==> run_1/m4.png <==
Bar = 20 µm. Cells faint in the background.
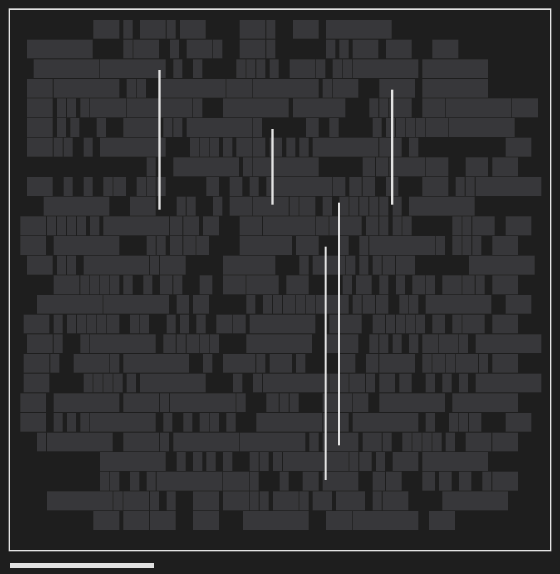
==> run_1/clock_nets.png <==
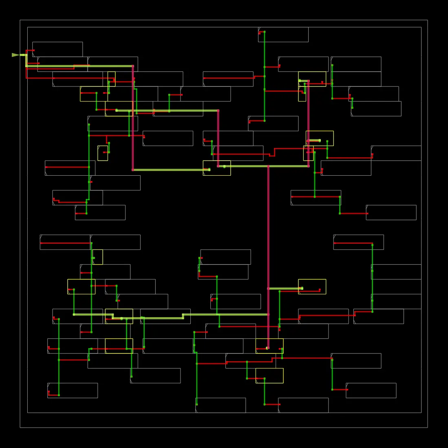
==> run_1/m2.png <==
Cells faint in the background.
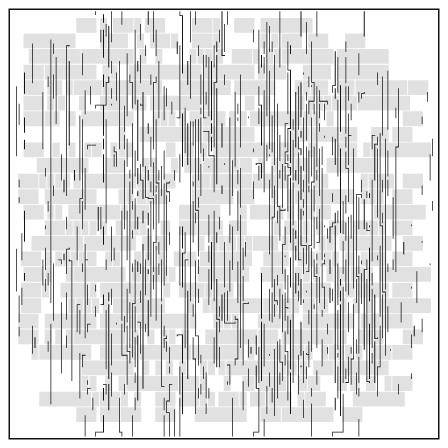
==> run_1/sizing.png <==
Bar = 20 µm.
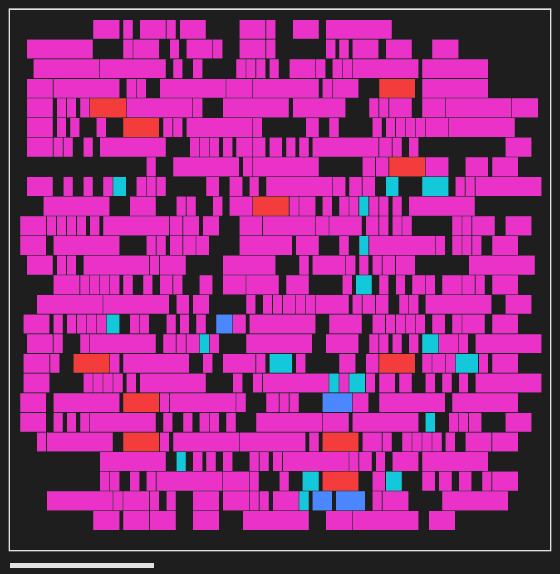
[src/rtl/nibble_serial_addsub_ctrl_pkg.sv]
// nibble_serial_addsub_ctrl_pkg: shared FSM state encodings and nibble width
package nibble_serial_addsub_ctrl_pkg;
    localparam int NIBBLE_W = 4;
    localparam logic [1:0] IDLE = 2'd0;
    localparam logic [1:0] RUN  = 2'd1;
    localparam logic [1:0] DONE = 2'd2;
endpackage

[src/rtl/nibble_serial_addsub_ctrl_rca.sv]
// four_bit_rca: 4-bit ripple-carry adder shared across all nibbles
module four_bit_rca
    import nibble_serial_addsub_ctrl_pkg::*;
(
    input  logic [NIBBLE_W-1:0] a,
    input  logic [NIBBLE_W-1:0] b,
    input  logic                cin,
    output logic [NIBBLE_W-1:0] sum,
    output logic                cout
);
    logic [NIBBLE_W:0] c;
    assign c[0] = cin;
    for (genvar i = 0; i < NIBBLE_W; i++) begin : g_bit
        assign sum[i]   = a[i] ^ b[i] ^ c[i];
        assign c[i + 1] = (a[i] & b[i]) | (c[i] & (a[i] ^ b[i]));
    end
    assign cout = c[NIBBLE_W];
endmodule

[src/rtl/nibble_serial_addsub_ctrl.sv]
// nibble_serial_addsub_ctrl: W-bit add/subtract sequenced LSB-first over one shared 4-bit adder
module nibble_serial_addsub_ctrl
    import nibble_serial_addsub_ctrl_pkg::*;
#(
    parameter  int NIBBLES = 4,
    localparam int W       = NIBBLE_W * NIBBLES
) (
    input  logic         clk,
    input  logic         reset,
    input  logic         start,
    input  logic         subtract,
    input  logic [W-1:0] a,
    input  logic [W-1:0] b,
    output logic         busy,
    output logic         done,
    output logic [W-1:0] result,
    output logic         cout,
    output logic         overflow,
    output logic         zero
);
    localparam int IDX_W = (NIBBLES > 1) ? $clog2(NIBBLES) : 1;
    localparam logic [IDX_W-1:0] LAST = IDX_W'(NIBBLES - 1);

    logic [1:0]          state_q, state_d;
    logic [IDX_W-1:0]    idx_q, idx_d;
    logic [W-1:0]        a_q, a_d, b_q, b_d, result_q, result_d;
    logic                sub_q, sub_d, carry_q, carry_d;
    logic                cout_q, cout_d, ovf_q, ovf_d, zero_q, zero_d;
    logic [NIBBLE_W-1:0] a_nib, b_nib, sum_nib;
    logic                rca_co;

    // B is inverted for subtraction; the initial carry of 1 completes the two's complement
    assign a_nib = a_q[idx_q * NIBBLE_W +: NIBBLE_W];
    assign b_nib = b_q[idx_q * NIBBLE_W +: NIBBLE_W] ^ {NIBBLE_W{sub_q}};

    four_bit_rca u_rca (
        .a    (a_nib),
        .b    (b_nib),
        .cin  (carry_q),
        .sum  (sum_nib),
        .cout (rca_co)
    );

    // Next-state: accept in IDLE, one nibble per RUN cycle, flags settle on the last nibble
    always_comb begin
        state_d  = state_q;
        idx_d    = idx_q;
        a_d      = a_q;
        b_d      = b_q;
        sub_d    = sub_q;
        carry_d  = carry_q;
        result_d = result_q;
        cout_d   = cout_q;
        ovf_d    = ovf_q;
        zero_d   = zero_q;
        case (state_q)
            IDLE: if (start) begin
                state_d  = RUN;
                idx_d    = '0;
                a_d      = a;
                b_d      = b;
                sub_d    = subtract;
                carry_d  = subtract;
                result_d = '0;
                cout_d   = 1'b0;
                ovf_d    = 1'b0;
                zero_d   = 1'b0;
            end
            RUN: begin
                result_d[idx_q * NIBBLE_W +: NIBBLE_W] = sum_nib;
                carry_d = rca_co;
                idx_d   = (idx_q == LAST) ? '0 : idx_q + 1'b1;
                if (idx_q == LAST) begin
                    state_d = DONE;
                    cout_d  = rca_co;
                    ovf_d   = (a_nib[NIBBLE_W-1] == b_nib[NIBBLE_W-1]) &&
                              (sum_nib[NIBBLE_W-1] != a_nib[NIBBLE_W-1]);
                    zero_d  = ~|result_d;
                end
            end
            DONE:    state_d = IDLE;
            default: state_d = IDLE;
        endcase
    end

    // State and datapath registers; reset discards any partial result
    always_ff @(posedge clk or posedge reset) begin
        if (reset) begin
            state_q  <= IDLE;
            idx_q    <= '0;
            a_q      <= '0;
            b_q      <= '0;
            sub_q    <= 1'b0;
            carry_q  <= 1'b0;
            result_q <= '0;
            cout_q   <= 1'b0;
            ovf_q    <= 1'b0;
            zero_q   <= 1'b0;
        end else begin
            state_q  <= state_d;
            idx_q    <= idx_d;
            a_q      <= a_d;
            b_q      <= b_d;
            sub_q    <= sub_d;
            carry_q  <= carry_d;
            result_q <= result_d;
            cout_q   <= cout_d;
            ovf_q    <= ovf_d;
            zero_q   <= zero_d;
        end
    end

    assign busy     = (state_q == RUN);
    assign done     = (state_q == DONE);
    assign result   = result_q;
    assign cout     = cout_q;
    assign overflow = ovf_q;
    assign zero     = zero_q;
endmodule

[config.mk]
export PLATFORM = sky130hd
export DESIGN_NAME = nibble_serial_addsub_ctrl
export DESIGN_NICKNAME = d
export VERILOG_FILES = /design/src/rtl/nibble_serial_addsub_ctrl_pkg.sv /design/src/rtl/nibble_serial_addsub_ctrl_rca.sv /design/src/rtl/nibble_serial_addsub_ctrl.sv
export SDC_FILE = /design/constraint.sdc
export NUM_CORES = 1
export LEC_CHECK = 0
export ABC_AREA = 1
export CORE_UTILIZATION = 56
export DETAILED_ROUTE_END_ITERATION = 16
export HOLD_SLACK_MARGIN = 0.03
export PLACE_DENSITY_LB_ADDON = 0.2
export SYNTH_ARGS = -nofsm -noshare
export SYNTH_HDL_FRONTEND = slang
export SYNTH_SLANG_ARGS = --single-unit
[constraint.sdc]
create_clock -name clk -period 9.3 [get_ports clk]
set_clock_uncertainty 0.1 [all_clocks]
set_input_delay 1.86 -clock clk [delete_from_list [all_inputs] [get_ports clk]]
set_output_delay 1.86 -clock clk [all_outputs]
set_load 0.02 [all_outputs]
==> impl_metrics.ini, run 1 <==
; implementation run metrics
[cts]
clock_path_buffers = 2

[min_path]
worstHoldPathCells = 2
worstHoldStart = b_q[2]
min_path_type = reg2reg

[drt]
drt_iter0_markers = 225
met1_length_um = 2725

[cells_and_area]
mi_logic_area_mm2 = 0.001343
comb_area_share_pct = 36.26
seq-cell-share_pct = 38.53
final-clk-cell-share_pct = 4.698
final_cells = 497
area_growth_pct = 24.90
layout.nets = 469

[sta]
hold_slack_ns = 0.3861
relSlewSlack_pct = 31.23
hold_viol = 0
rsz0062_at_grt = false

[worst_setup_path]
regToRegSetupSlack_ns = 5.08
arrival_ns = 4.40
criticalPathCategory = reg2reg
r2r_cells = 17
worstReg2RegEnd = zero

[yosys]
edf_count = 0
ys_async_sr_fraction_pct = 100.0
syn_inst = 368
yosysTopAreaCellShare_pct = 48.12

[outcome]
outcome = finished clean

[global_route]
met3_usage_pct = 7.363
met1_usage_pct = 32.28

[placed_design]
hpwl_um = 4678

[floorplanning]
fp_util_pct = 58.04
Back to the opening pictures, m4.png:
share of all routed wire: 1.7%
longest straight run: 33.3 µm
wire length on this layer: 110 µm
nets with wire on the layer: 3
vias: 2603
drt total wl: 6618 µm

Back to the opening pictures, clock_nets.png:
registers: 57
clock sink count: 57
Clock group: 0.204 mW
cts bufs inserted: 9

Back to the opening pictures, m2.png:
main direction: vertical
longest straight run: 45.9 µm
share of all routed wire: 52%
nets with wire on the layer: 374
wire length on this layer: 3410 µm

Back to the opening pictures, sizing.png:
| size | colour | cells | share |
|---|---|---|---|
| x1 and smaller | magenta | 394 | 92% |
| x3 and x4 | blue | 4 | 0.94% |
| x6 and larger | red | 11 | 2.6% |
| x2 | cyan | 18 | 4.2% |

==> run 1: power breakdown <==
part / switching (mW) / leakage, nW / internal (mW) / total (mW)
registers: 0.102 / 0.732 / 0.360 / 0.461
clock network: 0.0944 / 0.0932 / 0.110 / 0.204
logic: 0.518 / 1.00 / 0.328 / 0.845
==> run 1: cells by family after synthesis <==
group           count (synthesis)
xor+xnor                        5
compound gates                 51
buf+inv                        41
fa+ha+maj                      11
simple gates                  203
flops                          57
==> run 1: layout by cell type (no fill, tap or decap), drive strengths merged, types with 5 or more instances in the layout <==
| cell type | instances |
|---|---|
| nand2 | 152 |
| dfrtp | 57 |
| clkdlybuf4s50 | 56 |
| nor2 | 37 |
| inv | 27 |
| o21ai | 27 |
| nand3 | 14 |
| clkbuf | 13 |
| o22ai | 8 |
| a22o | 7 |
| ha | 7 |
| xor2 | 5 |
==> run 1: worst max-delay path, cell delays in order (launching register included) <==
cell	delay (ns)
dfrtp_1	1.03
inv_4	0.23
o21ai_0	0.23
o22ai_1	0.11
xor2_1	0.20
fa_1	0.21
inv_1	0.05
fa_1	0.37
fa_1	0.37
inv_1	0.08
fa_1	0.47
nand3_1	0.15
nor2_1	0.06
nor2_1	0.15
nand3_1	0.10
nor2_1	0.11
nand3_1	0.08
nand2_1	0.05
==> run 1: sequential cells by signal (all words and copies together) (netlist names) <==
signal,count
zero,1
result,16
overflow,1
cout,1
sub_q,1
a_q,16
state_q,2
b_q,16
carry_q,1
idx_q,2
==> run 1: how the worst max path moves through the flow <==
stage / slack [ns] / to / start
after floorplan: 5.94 / a_q[0] / reset
after global placement: 5.40 / zero / idx_q[0]
after detailed placement: 5.15 / zero / idx_q[0]
after CTS: 5.14 / zero / idx_q[0]
after global routing: 4.78 / zero / idx_q[0]
final: 5.08 / zero / idx_q[0]
==> run_1/layers.png <==
Two of the layers only.
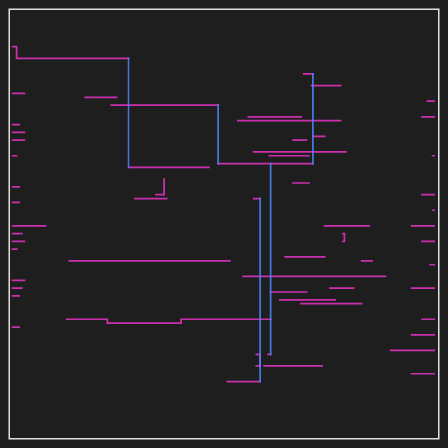

--- run 2 (diff from run 1) ---
--- a/config.mk
+++ b/config.mk
@@ -6,7 +6,7 @@
 export NUM_CORES = 1
 export LEC_CHECK = 0
 export ABC_AREA = 1
-export CORE_UTILIZATION = 56
+export CORE_UTILIZATION = 47
 export DETAILED_ROUTE_END_ITERATION = 16
 export HOLD_SLACK_MARGIN = 0.03
 export PLACE_DENSITY_LB_ADDON = 0.2
==> constraint.sdc (replaced) <==
create_clock -name clk -period 3.65 [get_ports clk]
set_clock_uncertainty 0.1 [all_clocks]
set_input_delay 0.73 -clock clk [delete_from_list [all_inputs] [get_ports clk]]
set_output_delay 0.73 -clock clk [all_outputs]
set_load 0.02 [all_outputs]
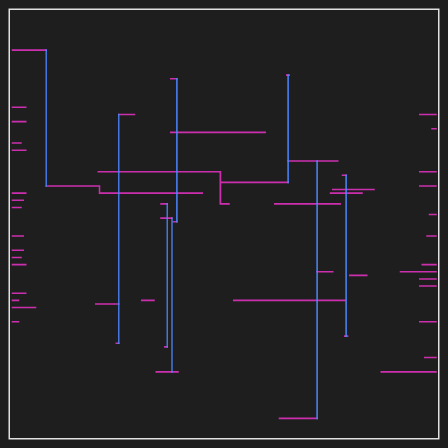
(run_2/layers.png)
Two of the layers only.
| layer | colour | wire length |
|---|---|---|
| M4 | blue | 253 µm |
| M3 | magenta | 267 µm |

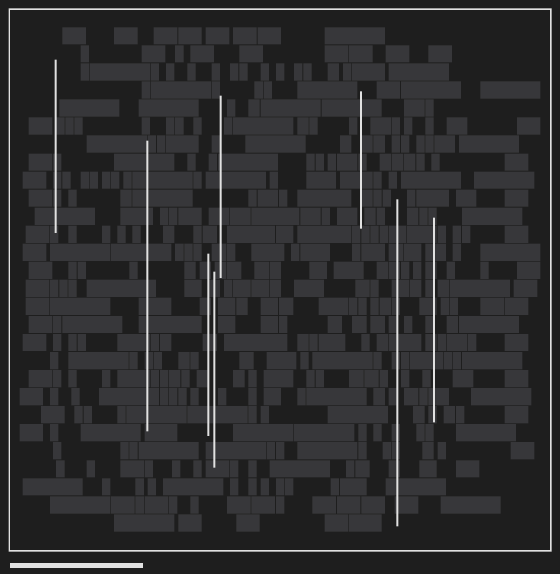
(run_2/m4.png)
Bar = 20 µm. Cells faint in the background.
wire length on this layer: 253 µm
nets with wire on the layer: 6
main direction: vertical
longest straight run: 49.0 µm
share of all routed wire: 3.8%

==> impl_metrics.ini, run 2 <==
; implementation run metrics
[worst_setup_path]
worstReg2RegEnd = zero
path_cells = inv_4 -> o21ai_0 -> o22ai_1 -> xor2_1 -> fa_2 -> inv_1 -> fa_1 -> fa_1 -> inv_1 -> fa_2 -> nand3_2 -> nor2_1 -> nor2_2 -> nand3_1 -> nor2_1 -> nand3_1 -> nand2_1
criticalPathCategory = reg2reg
cp-startpoint = idx_q[1]
worstSetupEndpoint = zero
crit_buf_inv = 3
arrival_ns = 3.56
r2r_cells = 17
crit_path_max_incr_delay_ns = 0.47
regToRegSetupSlack_ns = 0.28
critical_path.top_delay_family = adder cells
worst_path_max_delay_cell = fa_2

[placed_design]
hpwl_um = 4878
place_inst = 489

[drt]
drt_iter0_markers = 97
wirelength_um = 6579
route.vias.total = 2571

[power]
clk-power_mw = 0.524
power.switching_mw = 1.831
switching_share_pct = 46.31
power_frac_clock_pct = 13.2
sequentialPowerShare_pct = 28.6
p_int_mw = 2.123
comb-power_mw = 2.30
p_seq_mw = 1.13
combPwrFrac_pct = 58.1
power.group.top = combinational cells

[cells_and_area]
final_cells = 512
layout.nets = 479
area_growth_pct = 28.41
lay_top_count = nand2_1

[min_path]
min_path_type = reg2reg

[cts]
cts_buffers = 9
cts_sinks = 57

[yosys]
edf_count = 0
ys_async_sr_fraction_pct = 100.0
area_leaders = dfrtp_1 48%, nand2_1 19%, nor2_1 4.3%
ys.flop_type = dfrtp_1
syn_inst = 368

[sta]
hold_viol = 0
rsz0062_at_grt = false
fin_crit_ns = 3.373

[floorplanning]
fp_util_pct = 49.48

[outcome]
outcome = finished clean
[run 2: how the worst min path moves through the flow]
stage	slack, ns	endpoint	depth (start not counted)	startpoint
final	0.38	a_q[13]	2	a_q[13]
after global routing	0.40	a_q[13]	2	a_q[13]
after CTS	0.38	a_q[13]	2	a_q[13]
after detailed placement	0.37	a_q[13]	2	a_q[13]
after global placement	0.37	a_q[13]	2	a_q[13]
after floorplan	0.34	a_q[8]	2	a_q[8]
[run 2: final cells by class]
type / count / area (µm²)
tap: 75 / 93.84
clock inverter: 3 / 15.01
fill: 522 / 2185
sequential: 57 / 1429
timing repair buffer: 67 / 643.1
multi-input combinational: 270 / 1360
inverter: 27 / 106.4
clock buffer: 13 / 158.9
[run 2: repair_timing]
| action | in CTS | in global routing |
|---|---|---|
| setup buffers | 0 | 7 |
| gates resized | 0 | 8 |
| hold buffers | 0 | 0 |
| setup endpoints to repair | 0 | 3 |
[run 2: cell families after synthesis]
family                     Yosys count  synth area share, %
AOI/OAI and AO/OA                   51                10.76
xor gates and xnor gates             5                1.477
adders and majority gates           11                5.656
buffers and inverters               41                6.585
DFF                                 57                48.12
and+or+nand+nor                    203                27.40
[run 2: layer usage]
| metal | global-route usage (%) | up-vias | share of wire [%] |
|---|---|---|---|
| met3 | 4.000 | 20 | 4.0 |
| met5 | 0 | - | 0 |
| li1 | - | 1298 | - |
| met1 | 26.96 | 1189 | 44 |
| met2 | 36.92 | 64 | 48 |
| met4 | 14.46 | 0 | 3.8 |
[run 2: per-stage QoR]
step / hold WS, ns / util [%] / total power, mW
global placement: 0.3676 / 59.38 / 3.306
finish: 0.3788 / 63.53 / 3.954
detailed placement: 0.3656 / 59.38 / 3.338
floorplan: 0.3436 / - / 2.722
global route: 0.3998 / 63.53 / 4.328
CTS: 0.3824 / 62.28 / 3.872
Power and IR drop assume default switching activity.
